==> src/rtl/color_window_classifier.sv <==
// Streaming RGB565 colour classifier: per-class min/max windows, 2-cycle match pipeline,
// and per-class matched-pixel counts latched at each frame boundary.
module color_window_classifier #(
    parameter int NR_CLASSES  = 4,
    parameter int COUNT_WIDTH = 20,
    localparam int SEL_W      = (NR_CLASSES > 1) ? $clog2(NR_CLASSES) : 1
) (
    input  logic                   clock,
    input  logic                   reset,
    input  logic                   cfgWe,
    input  logic [SEL_W-1:0]       cfgClass,
    input  logic [31:0]            cfgData,
    input  logic [NR_CLASSES-1:0]  cfgEnable,
    input  logic                   pixelValid,
    input  logic [15:0]            pixelData,
    input  logic                   frameStart,
    output logic                   matchValid,
    output logic [NR_CLASSES-1:0]  matchMask,
    output logic                   matchAny,
    output logic                   frameDone,
    input  logic [SEL_W-1:0]       countSel,
    output logic [COUNT_WIDTH-1:0] countValue
);

    localparam logic [31:0] EMPTY_WINDOW = {5'd31, 5'd0, 6'd63, 6'd0, 5'd31, 5'd0};
    localparam logic [COUNT_WIDTH-1:0] COUNT_MAX = {COUNT_WIDTH{1'b1}};
    localparam int SEL_SPAN = 1 << SEL_W;

    logic [31:0]            thresholds [NR_CLASSES];
    logic [15:0]            s1Data;
    logic                   s1Valid;
    logic                   s1Frame;
    logic [NR_CLASSES-1:0]  s1Enable;
    logic [NR_CLASSES-1:0]  windowHit;
    logic                   frameAtOutput;
    logic                   seenFrame;
    logic [COUNT_WIDTH-1:0] runningCount [NR_CLASSES];
    logic [COUNT_WIDTH-1:0] resultCount  [NR_CLASSES];
    logic [COUNT_WIDTH-1:0] countTable   [SEL_SPAN];
    logic [4:0]             pixR;
    logic [5:0]             pixG;
    logic [4:0]             pixB;

    // Class selects beyond NR_CLASSES simply match no register, so such writes drop out.
    always_ff @(posedge clock) begin
        if (reset) begin
            for (int k = 0; k < NR_CLASSES; k++) thresholds[k] <= EMPTY_WINDOW;
        end else begin
            for (int k = 0; k < NR_CLASSES; k++) begin
                if (cfgWe && cfgClass == SEL_W'(k)) thresholds[k] <= cfgData;
            end
        end
    end

    always_ff @(posedge clock) begin
        if (reset) begin
            s1Data   <= '0;
            s1Valid  <= 1'b0;
            s1Frame  <= 1'b0;
            s1Enable <= '0;
        end else begin
            s1Data   <= pixelData;
            s1Valid  <= pixelValid;
            s1Frame  <= frameStart;
            s1Enable <= cfgEnable;
        end
    end

    assign pixR = s1Data[15:11];
    assign pixG = s1Data[10:5];
    assign pixB = s1Data[4:0];

    always_comb begin
        windowHit = '0;
        for (int k = 0; k < NR_CLASSES; k++) begin
            windowHit[k] = (pixR >= thresholds[k][31:27]) && (pixR <= thresholds[k][26:22]) &&
                           (pixG >= thresholds[k][21:16]) && (pixG <= thresholds[k][15:10]) &&
                           (pixB >= thresholds[k][9:5])   && (pixB <= thresholds[k][4:0]);
        end
    end

    always_ff @(posedge clock) begin
        if (reset) begin
            matchValid    <= 1'b0;
            matchMask     <= '0;
            frameAtOutput <= 1'b0;
        end else begin
            matchValid    <= s1Valid;
            matchMask     <= windowHit & s1Enable & {NR_CLASSES{s1Valid}};
            frameAtOutput <= s1Frame;
        end
    end

    assign matchAny = |matchMask;

    // At a boundary the pixel on the output belongs to the new frame, so it seeds the
    // running counter instead of being added to the count that gets latched.
    always_ff @(posedge clock) begin
        if (reset) begin
            seenFrame <= 1'b0;
            frameDone <= 1'b0;
            for (int k = 0; k < NR_CLASSES; k++) begin
                runningCount[k] <= '0;
                resultCount[k]  <= '0;
            end
        end else begin
            frameDone <= 1'b0;
            if (frameAtOutput) begin
                seenFrame <= 1'b1;
                if (seenFrame) begin
                    frameDone <= 1'b1;
                    for (int k = 0; k < NR_CLASSES; k++) resultCount[k] <= runningCount[k];
                end
                for (int k = 0; k < NR_CLASSES; k++) runningCount[k] <= COUNT_WIDTH'(matchMask[k]);
            end else begin
                for (int k = 0; k < NR_CLASSES; k++) begin
                    if (matchMask[k] && runningCount[k] != COUNT_MAX)
                        runningCount[k] <= runningCount[k] + COUNT_WIDTH'(1);
                end
            end
        end
    end

    for (genvar i = 0; i < SEL_SPAN; i++) begin : gCountTable
        if (i < NR_CLASSES) begin : gUsed
            assign countTable[i] = resultCount[i];
        end else begin : gUnused
            assign countTable[i] = '0;
        end
    end

    assign countValue = countTable[countSel];

endmodule

==> config.mk <==
export PLATFORM = sky130hd
export DESIGN_NAME = color_window_classifier
export DESIGN_NICKNAME = d
export VERILOG_FILES = /design/src/rtl/color_window_classifier.sv
export SDC_FILE = /design/constraint.sdc
export NUM_CORES = 1
export LEC_CHECK = 0
export ABC_AREA = 1
export CAP_MARGIN = 30
export CORE_UTILIZATION = 45
export CTS_BUF_LIST = sky130_fd_sc_hd__clkbuf_4
export CTS_CLUSTER_DIAMETER = 80
export DETAILED_ROUTE_END_ITERATION = 8
export PLACE_DENSITY_LB_ADDON = 0.08
export SYNTH_ARGS = -nofsm -noshare
export SYNTH_HDL_FRONTEND = slang
export SYNTH_SLANG_ARGS = --single-unit
==> constraint.sdc <==
create_clock -name clock -period 11.2 [get_ports clock]
set_clock_uncertainty 0.15 [all_clocks]
set_input_delay 2.24 -clock clock [delete_from_list [all_inputs] [get_ports clock]]
set_output_delay 2.24 -clock clock [all_outputs]
set_load 0.005 [all_outputs]
Figure 1. M4 wires (run 1).
(2 px per um) Supply wires on this layer in grey.
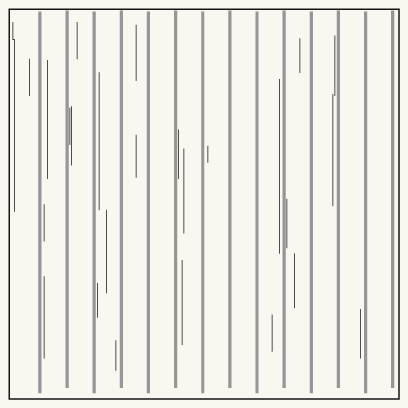
share of all routed wire = 2.2%
main direction = vertical
nets with wire on the layer = 20
wire length on this layer = 890 um

Figure 2. Gate families picked out (run 1).
(3 px per um)
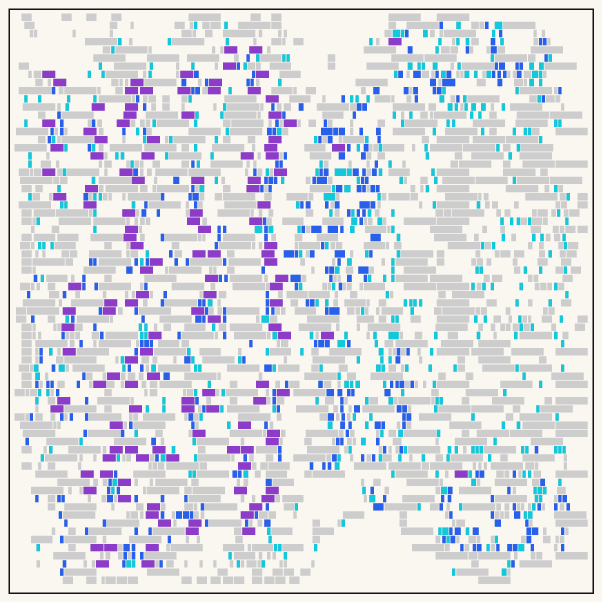
fa/ha/maj cells -> purple  # cells 132
nor cells -> cyan  # cells 396, where all over the die
nand cells -> blue  # cells 372, where all over the die
combinational share of cell area: 31.9%
fin cells: 2499
most numerous logic cell after layout: nor2_1

Figure 3. Signal metal coverage by tile (run 1).
(2 px per um) 39 x 39 tiles, from white (low) to dark blue (high), scaled to the fullest tile. Values are wire area over tile area, all layers added.
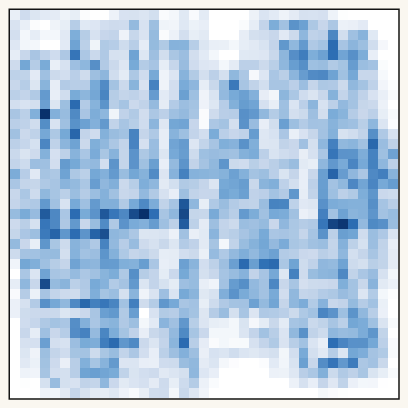
nearly empty tiles = 6.0%
tiles over half the peak = 16%
mean over tiles = 0.17

==> metrics.yaml, run 1 <==
timing:
  setup_violations: 0
  period_needed_ns: 7.02
detailed_routing:
  dr.pass1.iters: 7
  wl_met2_um: 20300
  routed_via_density: 4.95
pwr:
  powerSeq_mw: 1.38
  p_sw_mw: 0.696
  power_density_mw_per_mm2: 146
  p_total_mw: 2.80
  power_top_consumer: "sequential cells"
yosys:
  syn_area_mm2: 0.0166
  ys_chip_area_mm2: 0.0166
  ys.flops: 318
  netlist_top_cells_count: "nor2_1 (336), inv_1 (325), edfxtp_1 (269), nand2_1 (266), ha_1 (132)"
  avgSynthCellArea_um2: 9.20
  most_common_cell: "nor2_1"
  yosysWarnings: 0
  flop_cell: "edfxtp_1"
worst_setup_path:
  cp.depth: 6
  cp.required_ns: 8.81
  r2r-start: "runningCount[0][0]"
  critPathKind: "input pin to primary output"
global_route:
  grt-busiest-layer: "met2"
  grt_antenna_before_repair: 1
  grt_start_max_net_pins: 81
  gr-usage-met1_pct: 26.3
min_path:
  min_path_type: "register to register"
cells_and_area:
  postLayoutCellArea_mm2: 0.0192
placed_design:
  hpwl_um: 29300
  post-place-cells: 2332
run_status:
  status: "complete, no violations"
die:
  die_h_um: 194
cts:
  cts_max_level: 3
Figure 4. Routing congestion map (run 1).
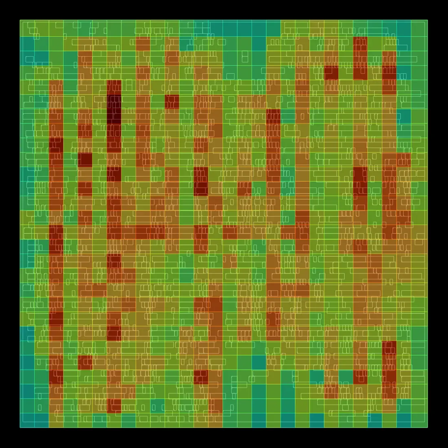

--- run 2 (diff from run 1) ---
- clock period: 11.2 -> 5.6 ns (I/O delays scaled with it)
Figure 5. Routing congestion map (run 2).
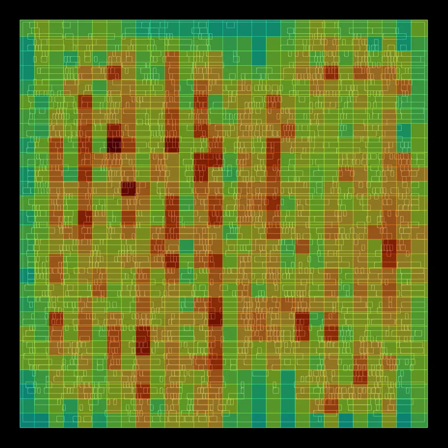
met2 Track Usage GR: 39.3%
routing usage on met3: 4.45%
grt peak-use layer: met2

Figure 6. Layout detail (run 2).
Region (82, 43) to (112, 73) um. Cells in grey, sequential cells in the stronger grey; small squares are vias.
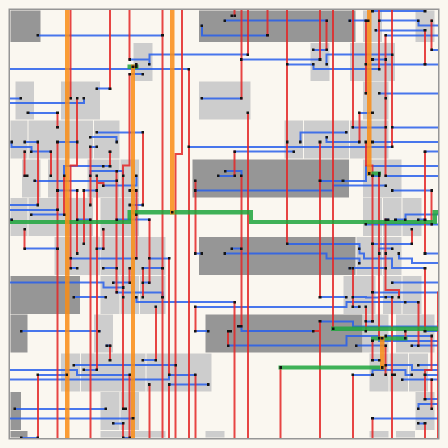
metal 1 -> blue
metal 4 -> orange
metal 2 -> red
metal 3 -> green
netlist names of flops here include = `runningCount` (4)
sequential cells in the window = 4
cells with their middle in the window = 51
most frequent = inv_1 (10), nand2_1 (9)

==> metrics.yaml, run 2 <==
run_status:
  status: "complete, no violations"
worst_setup_path:
  cp.depth: 6  # unchanged
  r2r-start: "runningCount[3][0]"
  critPathKind: "input pin to primary output"
  cp.required_ns: 4.33  # -4.48 ns
cells_and_area:
  layout_top_cell: "nor2_1"
  syn2layout_area_growth_pct: 15.0
  comb_area_share_pct: 32.1  # +0.22 points
  postLayoutCellArea_mm2: 0.0191  # -0.69%
  finalNonFillerCells: 2492  # -0.28%
  fin_nets: 2151
pwr:
  p_sw_mw: 1.35  # +94%
  power_top_consumer: "sequential cells"
  power_density_mw_per_mm2: 280  # +92%
detailed_routing:
  routed_via_density: 4.99  # +0.79%
  wl_met2_um: 20700  # +1.9%
die:
  die_h_um: 194  # unchanged
yosys:
  ys.flops: 318  # unchanged
  flop_cell: "edfxtp_1"
  ys_chip_area_mm2: 0.0166  # unchanged
  netlist_top_cells_count: "nor2_1 (336), inv_1 (325), edfxtp_1 (269), nand2_1 (266), ha_1 (132)"
  yosysWarnings: 0  # unchanged
  avgSynthCellArea_um2: 9.20  # unchanged
min_path:
  hold_path_depth: 2
  min_path_type: "register to register"
timing:
  setup_violations: 0  # unchanged
  period_needed_ns: 4.32
global_route:
  grt_antenna_before_repair: 2  # +1
  grt_start_max_net_pins: 63  # -22%
  gr-usage-met1_pct: 25.8  # -0.50 points
cts:
  cts_max_level: 3  # unchanged
placed_design:
  hpwl_um: 29300  # about the same
Figure 7. M4 wires (run 2).
(2 px per um) Supply wires on this layer in grey.
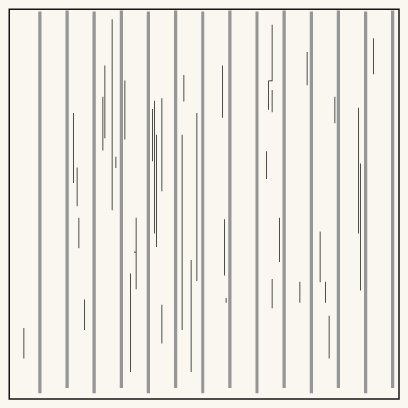

--- run 3 (diff from run 2) ---
- clock period: 5.6 -> 4 ns (I/O delays scaled with it)
Figure 8. M4 wires (run 3).
(2 px per um) Supply wires on this layer in grey.
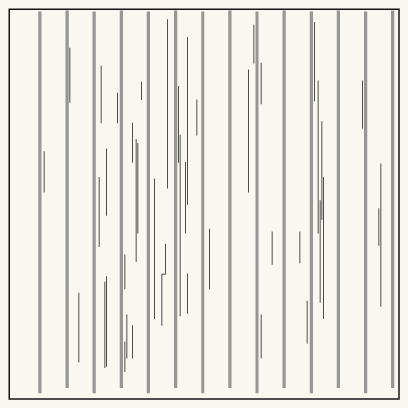
share of all routed wire = 3.9%
wire length on this layer = 1570 um
longest straight run = 90.4 um
main direction = vertical
total number of vias: 12570
Post-Route WL: 40500 um

==> metrics.yaml, run 3 <==
run_status:
  status: "complete, no violations"
timing:
  setup_violations: 0  # unchanged
  period_needed_ns: 3.53
yosys:
  yosys.area.top_type: "edfxtp_1"
  ys.flops: 318  # unchanged
  netlist_top_cells_count: "nor2_1 (336), inv_1 (325), edfxtp_1 (269), nand2_1 (266), ha_1 (132)"
  ys_chip_area_mm2: 0.0166  # unchanged
  avgSynthCellArea_um2: 9.20  # unchanged
  ys_sh_simple_pct: 19.7
  syn_area_mm2: 0.0166
  flop_cell: "edfxtp_1"
cells_and_area:
  syn2layout_area_growth_pct: 15.8
  comb_area_share_pct: 31.9  # -0.22 points
  fin_nets: 2154  # +0.14%
  finalNonFillerCells: 2506  # +0.56%
  postLayoutCellArea_mm2: 0.0192  # +0.69%
  inv_count: 328
pwr:
  power_density_mw_per_mm2: 402  # +44%
  power_top_consumer: "sequential cells"
  p_sw_mw: 1.93  # +43%
placed_design:
  numPortBuffers: 87
  hpwl_um: 28900  # -1.4%
detailed_routing:
  routed_via_density: 5.02  # +0.48%
  wl_met2_um: 20000  # -3.0%
  wl_met1_um: 17000
global_route:
  gr-usage-met1_pct: 25.7  # -0.12 points
  grt_antenna_before_repair: 2  # unchanged
  grtUsageMet2_pct: 38.2  # -1.1 points
  grt-busiest-layer: "met2"
  met3_usage_pct: 4.63  # +0.17 points
  grt_start_max_net_pins: 41  # -35%
cts:
  cts_max_level: 3  # unchanged
worst_setup_path:
  crit_chain: "clkdlybuf4s50_1 > inv_1 > o21ai_0 > o22ai_1 > clkdlybuf4s50_1"
  critPathKind: "input pin to primary output"
  r2r-start: "runningCount[3][0]"
  cp.depth: 5  # -1
  worst-path-buf-inv: 3
  cp.required_ns: 3.05  # -1.28 ns
die:
  die_h_um: 194  # unchanged
min_path:
  hold_path_depth: 2  # unchanged
Figure 9. Layout detail (run 3).
Region (82, 43) to (112, 73) um. Cells in grey, sequential cells in the stronger grey; small squares are vias.
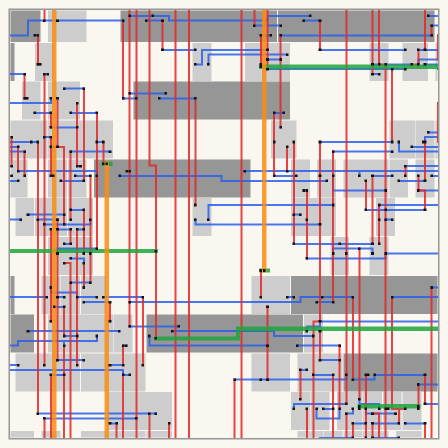
metal 3 -> green
metal 1 -> blue
metal 2 -> red
metal 4 -> orange
netlist names of flops here include = `runningCount` (7)
cells with their middle in the window = 55
most frequent = inv_1 (11), nor2_1 (10), edfxtp_1 (7)
sequential cells in the window = 7

Power and IR drop assume default switching activity.
